===== config.mk =====
export PLATFORM = sky130hd
export DESIGN_NAME = reg_bank_write_ctrl
export DESIGN_NICKNAME = d
export VERILOG_FILES = /design/src/rtl/reg_bank_write_ctrl.sv
export SDC_FILE = /design/constraint.sdc
export NUM_CORES = 1
export LEC_CHECK = 0
export CELL_PAD_IN_SITES_DETAIL_PLACEMENT = 1
export CELL_PAD_IN_SITES_GLOBAL_PLACEMENT = 2
export CORE_MARGIN = 2
export CORE_UTILIZATION = 25
export DETAILED_ROUTE_END_ITERATION = 10
export PLACE_DENSITY = 0.84
export SLEW_MARGIN = 30
export SYNTH_ARGS = -nofsm -noshare
export SYNTH_HDL_FRONTEND = slang
export SYNTH_SLANG_ARGS = --single-unit

===== constraint.sdc =====
create_clock -name clk_i -period 3 [get_ports clk_i]
set_clock_uncertainty 0.05 [all_clocks]
set_input_delay 0.6 -clock clk_i [delete_from_list [all_inputs] [get_ports clk_i]]
set_output_delay 0.6 -clock clk_i [all_outputs]
set_load 0.1 [all_outputs]

===== src/rtl/reg_bank_write_ctrl.sv =====
// Round-robin write controller for a DEPTH-entry register bank: setup, one-cycle push, release.
// Optional feature macro: REG_BANK_ADDR_ERR_EN adds err_o, which flags out-of-range addresses.
module reg_bank_write_ctrl #(
  parameter  int N     = 32,
  parameter  int NREQ  = 4,
  parameter  int DEPTH = 6,
  localparam int AW    = (DEPTH > 1) ? $clog2(DEPTH) : 1
) (
  input  logic               clk_i,
  input  logic               rst_i,
  input  logic [NREQ-1:0]    req_i,
  input  logic [NREQ*AW-1:0] addr_i,
  input  logic [NREQ*N-1:0]  data_i,
  output logic [NREQ-1:0]    gnt_o,
  output logic [NREQ-1:0]    ack_o,
  output logic               busy_o,
  output logic [DEPTH-1:0]   push_o,
`ifdef REG_BANK_ADDR_ERR_EN
  output logic               err_o,
`endif
  output logic [N-1:0]       wdata_o
);

  localparam int PW = (NREQ > 1) ? $clog2(NREQ) : 1;

  typedef enum logic [1:0] {
    IDLE    = 2'd0,
    SETUP   = 2'd1,
    STROBE  = 2'd2,
    RELEASE = 2'd3
  } state_e;

  state_e            state_q, state_d;
  logic [NREQ-1:0]   gnt_q, gnt_d;
  logic [NREQ-1:0]   ack_q, ack_d;
  logic              busy_q, busy_d;
  logic [DEPTH-1:0]  push_q, push_d;
  logic [N-1:0]      wdata_q, wdata_d;
  logic [AW-1:0]     addr_q, addr_d;
  logic [PW-1:0]     ptr_q, ptr_d;
  logic              err_q, err_d;

  logic              found;
  logic [PW-1:0]     win;
  logic [AW-1:0]     sel_addr;
  logic [N-1:0]      sel_data;

  // Round-robin pick: scan starting one past the last grant, wrapping.
  always_comb begin
    found    = 1'b0;
    win      = '0;
    sel_addr = '0;
    sel_data = '0;
    for (int i = 1; i <= NREQ; i++) begin
      if (!found && req_i[(int'(ptr_q) + i) % NREQ]) begin
        found = 1'b1;
        win   = PW'((int'(ptr_q) + i) % NREQ);
      end
    end
    for (int k = 0; k < NREQ; k++) begin
      if (k == int'(win)) begin
        sel_addr = addr_i[k*AW +: AW];
        sel_data = data_i[k*N +: N];
      end
    end
  end

  always_comb begin
    // NOTE: every combinational output gets a default first, so no path can infer a latch.
    state_d = state_q;
    gnt_d   = gnt_q;
    ack_d   = '0;
    busy_d  = busy_q;
    push_d  = '0;
    wdata_d = wdata_q;
    addr_d  = addr_q;
    ptr_d   = ptr_q;
    err_d   = 1'b0;

    unique case (state_q)
      IDLE: begin
        gnt_d  = '0;
        busy_d = 1'b0;
        if (found) begin
          state_d    = SETUP;
          gnt_d[win] = 1'b1;
          busy_d     = 1'b1;
          addr_d     = sel_addr;
          wdata_d    = sel_data;
          ptr_d      = win;
        end
      end
      SETUP: begin
        state_d = STROBE;
        // Decoding an out-of-range address matches no entry, so no push fires.
        for (int d = 0; d < DEPTH; d++) begin
          push_d[d] = (addr_q == AW'(d));
        end
      end
      STROBE: begin
        state_d = RELEASE;
        ack_d   = gnt_q;
        err_d   = (int'(addr_q) >= DEPTH);
      end
      RELEASE: begin
        state_d = IDLE;
        gnt_d   = '0;
        busy_d  = 1'b0;
      end
      default: state_d = IDLE;
    endcase
  end

  // Outputs come straight from flops, so each push line is a clean capture edge.
  always_ff @(posedge clk_i or negedge rst_i) begin
    if (!rst_i) begin
      state_q <= IDLE;
      gnt_q   <= '0;
      ack_q   <= '0;
      busy_q  <= 1'b0;
      push_q  <= '0;
      wdata_q <= '0;
      addr_q  <= '0;
      ptr_q   <= PW'(NREQ - 1);
      err_q   <= 1'b0;
    end else begin
      // NOTE: non-blocking assignments keep every flop updating from the same pre-edge values.
      state_q <= state_d;
      gnt_q   <= gnt_d;
      ack_q   <= ack_d;
      busy_q  <= busy_d;
      push_q  <= push_d;
      wdata_q <= wdata_d;
      addr_q  <= addr_d;
      ptr_q   <= ptr_d;
      err_q   <= err_d;
    end
  end

  assign gnt_o   = gnt_q;
  assign ack_o   = ack_q;
  assign busy_o  = busy_q;
  assign push_o  = push_q;
  assign wdata_o = wdata_q;

`ifdef REG_BANK_ADDR_ERR_EN
  assign err_o = err_q;
`else
  logic unused_err;
  assign unused_err = err_q;
`endif

endmodule


Fig. 1: supply network
Pins as bars on the die edge.
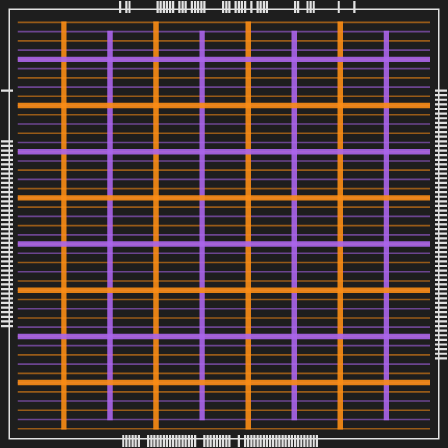
Purple shows VDD. Orange shows VSS.
The core has 44 rows. 193 signal pins sit on the boundary.

Fig. 2: gate-type map
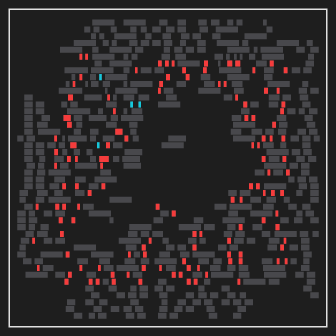
Cyan shows inv cells, cells 4. Red shows nand cells, cells 120, most used nand3_1, where all over the die.
Top cell excl fill/tap: clkdlybuf4s50_1
logic share of the area: 35.5%
Finished Layout Cells: 718

==> impl_metrics.yaml <==
# synthesis and place-and-route metrics
run:
  warnings: 30
synth:
  ys_cells: 349
  yosysTopAreaCell: "dfrtp_1"
  synth-xor-area-share_pct: 0
  synth.logic.top_family: "multiplexers"
  synth-edff-count: 0
  yosys_warnings: 0
  synth-main-ff-cell: "dfrtp_1"
  syn_avg_cell_area_sq_um: 10.7
  synth.most_common_cell: "nand3_1"
  synth-adder-area-share_pct: 1.68
  ys_seq_share_pct: 36.3
  compound_area_share_pct: 14.8
  ys_sh_mux_pct: 20.3
critical_path:
  worstPathCellList: "clkdlybuf4s50_1 -> nor4_1 -> buf_4 -> nor2b_4 -> buf_12 -> nand3_1 -> mux2_2 -> o211ai_2"
  critPathMaxFanout: 36
  crit_arrival_ns: 2.78
  cp_top_family: "buffers and inverters"
  timing.critical_path.buf_inv: 3
  crit_path_top_delay_cell: "nor2b_4"
  path_class: "input port to flop"
  rr_worst_depth: 7
  crit_path_end: "wdata_o[22]"
  crit_cells: 8
  critPathLaunchType: "input port"
min_path:
  min_path_type: "input port to asynchronous set/reset pin"
power_and_ir_drop:
  seq_power_share_pct: 19.6
  maxPowerGroup: "combinational logic"
  pwr-share-clk_pct: 9.5
  comb_power_share_pct: 70.9
  switching_share_pct: 57.3
  ir_drop_mv: 0.554
  p_comb_mw: 4.56
drt:
  wl_per_cell_um: 17.6
  met1_length_mm: 5.13
  ant_nets: 0
  dr_wl_met3_um: 776
  drt-total-wl_mm: 12.6
grt:
  grt_usage_pct: 16.4
  grt_use_met3_pct: 3.74
  grt-ovfl-total: 0
  antenna_found_initial: 0
  gr-usage-met1_pct: 19.3
clock_network:
  htree_levels: 2
  clk_pin_slew_ns: 0.07
  postCtsSetupRepairBufs: 0
  cts_max_path_buffers: 2
  cts_made_buffers: 5
die:
  initCoreUtil_pct: 25.6
  rows: 44
  taps: 184
layout:
  areaGrowthSynthToFinish_pct: 55.4
  fin_nets: 684
  n_clock_buffer: 7
  comb_area_sq_um: 2050
  fin_util_pct: 39.8
  comb_cells: 261
  layout-drive-gt1-share_pct: 28.5
  diodes: 0
  inverters: 4
place:
  io_buffer_count: 192
  place_ws_ns: 0.0418
  dp_hpwl_mm: 9.69
  place_area_sq_um: 5640
  dpl.cell_count: 710
run_status:
  status: "finished, final reports clean"
timing:
  rsz0062_at_grt: "false"
  fin_crit_ns: 2.61
  hold_viol: 0
  min_period_over_period_pct: 86.8
Power is estimated from default activity; no workload was simulated.
